<file path="config.mk">
export PLATFORM = sky130hd
export DESIGN_NAME = hazard_stall_ctrl
export DESIGN_NICKNAME = d
export VERILOG_FILES = /design/src/rtl/hazard_stall_ctrl.sv
export SDC_FILE = /design/constraint.sdc
export NUM_CORES = 1
export LEC_CHECK = 0
export CAP_MARGIN = 30
export CORE_AREA = 2 2 39 41
export DETAILED_ROUTE_END_ITERATION = 6
export DIE_AREA = 0 0 41 43
export DONT_BUFFER_PORTS = 1
export GPL_TIMING_DRIVEN = 0
export SLEW_MARGIN = 20
export SYNTH_ARGS = -nofsm -noshare
export SYNTH_HDL_FRONTEND = slang
export SYNTH_SLANG_ARGS = --single-unit
</file>
<file path="constraint.sdc">
create_clock -name clk -period 6.6 [get_ports clk]
set_input_delay 1.98 -clock clk [delete_from_list [all_inputs] [get_ports clk]]
set_output_delay 1.98 -clock clk [all_outputs]
set_load 0.02 [all_outputs]
</file>
<file path="src/rtl/hazard_stall_ctrl.sv">
// hazard_stall_ctrl: load-use stall / branch+jump flush sequencer for the ID/EX stage.
// Define HAZ_PERF_CNT_EN to build the saturating stall/flush performance counters.
module hazard_stall_ctrl #(
  parameter int LOAD_BUBBLES = 1,
  parameter int CNT_W = 16
) (
  input  logic             clk,
  input  logic             reset,
  input  logic [5:0]       id_opcode,
  input  logic [4:0]       id_rs,
  input  logic [4:0]       id_rt,
  input  logic             ex_mem_read,
  input  logic [4:0]       ex_rt,
  input  logic             ex_br_taken,
  output logic             pc_write,
  output logic             ifid_write,
  output logic             ifid_flush,
  output logic             idex_bubble,
  output logic [CNT_W-1:0] stall_cnt,
  output logic [CNT_W-1:0] flush_cnt
);
  typedef enum logic {RUN, STALL} state_t;
  state_t state;
  logic [1:0] bub_cnt;
  logic uses_rt, lu_haz, jmp, stall_ev, flush_ev;
  always_comb begin
    uses_rt = id_opcode inside {6'b000000, 6'b000001, 6'b000010, 6'b000011, 6'b101011, 6'b000101};
    lu_haz = ex_mem_read && ex_rt != 5'd0 && (ex_rt == id_rs || (uses_rt && ex_rt == id_rt));
    jmp = id_opcode == 6'b100000;
    stall_ev = !reset && !ex_br_taken && (state == STALL || lu_haz);
    flush_ev = !reset && (ex_br_taken || (state == RUN && !lu_haz && jmp));
    pc_write = !reset && !stall_ev;
    ifid_write = !reset && !stall_ev;
    ifid_flush = reset || flush_ev;
    idex_bubble = reset || ex_br_taken || stall_ev;
  end
  always_ff @(posedge clk) begin
    if (reset || ex_br_taken) begin
      state <= RUN;
      bub_cnt <= 2'd0;
    end else if (state == STALL) begin
      bub_cnt <= bub_cnt - 2'd1;
      state <= bub_cnt == 2'd1 ? RUN : STALL;
    end else if (lu_haz && LOAD_BUBBLES > 1) begin
      state <= STALL;
      bub_cnt <= 2'(LOAD_BUBBLES - 1);
    end
  end
`ifdef HAZ_PERF_CNT_EN
  logic [CNT_W-1:0] s_q, f_q;
  always_ff @(posedge clk) begin
    if (reset) begin
      s_q <= '0;
      f_q <= '0;
    end else begin
      if (stall_ev && !(&s_q)) s_q <= s_q + CNT_W'(1);
      if (flush_ev && !(&f_q)) f_q <= f_q + CNT_W'(1);
    end
  end
  assign stall_cnt = s_q;
  assign flush_cnt = f_q;
`else
  assign stall_cnt = '0;
  assign flush_cnt = '0;
`endif
endmodule

</file>
==> impl_metrics.yaml <==
# synthesis and place-and-route metrics
run_status:
  status: "finished clean"
power:
  p_sw_mw: 0.03270
  switching_share: 0.3524
  pg_comb_mw: 0.0430
  combPwrFrac: 0.464
  cellLeakagePower_nw: 0.4071
  p_total_mw: 0.09278
clock_tree:
  cts_setup_buffers: 0
  max-clock-path-buffers: 2
  post_cts_resized: 0
yosys:
  ys_sh_simple: 0.1927
  ys_warn_count: 0
  syn-cell-area_um2: 584.3
  yosys.area_share.xor_xnor: 0.1649
  syn_area_per_cell_um2: 8.115
  aoi_share: 0.06424
global_route:
  antenna_found_initial: 0
  grt_max_degree: 7
  grt_pass1_vias: 378
final_layout:
  fin_area_um2: 755.7
  finalNetCount: 136
  drive_above_1_share: 0.3670
die:
  fp_util: 0.4222
  die_area_um2: 1763
  coreArea_um2: 1384
place:
  place_area_um2: 729.5
  place_congestion: 0.6778
  pre_cts_slack_ns: 1.009
sta:
  worst_slack_ns: 1.032
  relSlewSlack: 0.4928
  setup_viol: 0
flow_run:
  max_cap_viol_count: 0
detailed_routing:
  drc: 0
  vias_per_cell: 3.880
worst_setup_path:
  worstPathMaxFanout: 3
hold_path:
  hold_path_class: "reg2reg"
-- worst paths after layout --
kind / end / slack, ns / depth (start not counted)
worst max-delay path: pc_write / 1.03 / 7
worst max register to register: bub_cnt[1] / 5.68 / 4
worst min-delay path: bub_cnt[1] / 0.52 / 2
worst min register to register: bub_cnt[1] / 0.52 / 2
-- cells in the mapped netlist (all sizes together) --
cell | count | area [µm²]
buf | 33 | 247.7
xor2 | 7 | 61.31
xnor2 | 4 | 35.03
dfxtp | 3 | 60.06
nor4 | 3 | 18.77
nand2b | 2 | 12.51
nand4 | 2 | 12.51
nor2 | 2 | 7.510
nor3 | 2 | 10.01
o21ai | 2 | 13.76
a211oi | 1 | 7.510
and4b | 1 | 10.01
conb | 1 | 3.750
ha | 1 | 12.51
inv | 1 | 3.750
mux2i | 1 | 10.01
nand3b | 1 | 7.510
nor4b | 1 | 8.760
o31ai | 1 | 7.510
o41ai | 1 | 8.760
or4 | 1 | 11.26
or4b | 1 | 13.76
-- area by class of cell --
cell class / count / area (µm²)
fill: 150 / 628.1
multi-input combinational: 66 / 389.1
buffer: 33 / 247.7
sequential: 3 / 60.06
clock buffer: 4 / 26.28
tap: 16 / 20.02
timing repair buffer: 2 / 8.758
inverter: 1 / 3.754
-- layer usage --
layer,GRT usage,wire (µm)
met3,0.03141,152
met2,0.1813,541
met4,0.06000,0
met5,0,0
met1,0.1143,309
-- worst max-delay path: stages --
cell     delay [ns]
or4_4          0.52
o21ai_2        0.11
and4b_1        0.22
o41ai_1        0.30
buf_2          0.23
buf_1          0.10
buf_4          0.13
-- registers in the layout, indices dropped and copies added, names as in the netlist --
signal and flops:
bub_cnt 2, state 1
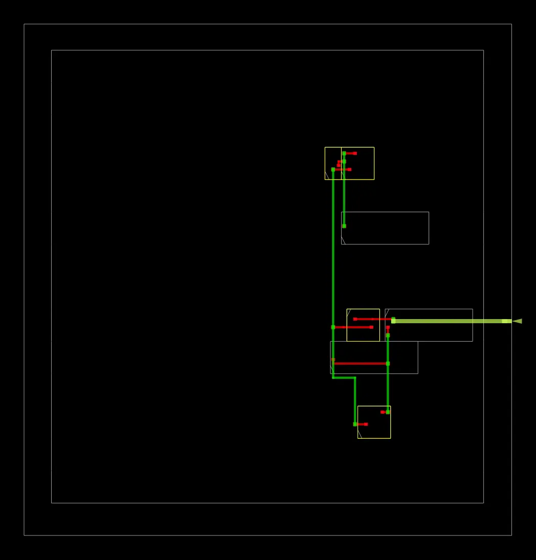
*Clock routing*
FFs & Latches: 3
clock buffer count from CTS: 3
clock buffers: 4
Clk power: 0.0315 mW
worst skew pair latency: 0.23 ns

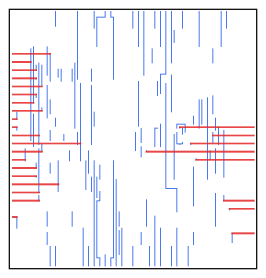
*Metal layers overlaid*
Scale: 6 px per µm. Two of the layers only.
- blue: M2 (wire length 542 µm)
- red: M3 (wire length 152 µm)

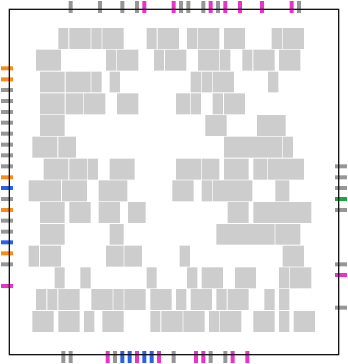
*I/O pins on the die edge*
Scale: 8 px per µm. Pins as bars across the die edge, other pins in gray.
- blue: `id_opcode` (pins 6; direction input; edge 4 bottom, 2 left)
- green: `ifid_flush` (pins 1; direction output; edge right)
- orange: `ex_rt` (pins 5; direction input; edge left)
- magenta: `stall_cnt` (pins 16; direction output; edge 7 bottom, 7 top, 1 right, 1 left)
Die H: 43 µm
Chip Width: 41 µm
input/output buffers: 0

Power figures rest on the tool's default switching activity, not on a simulated workload.
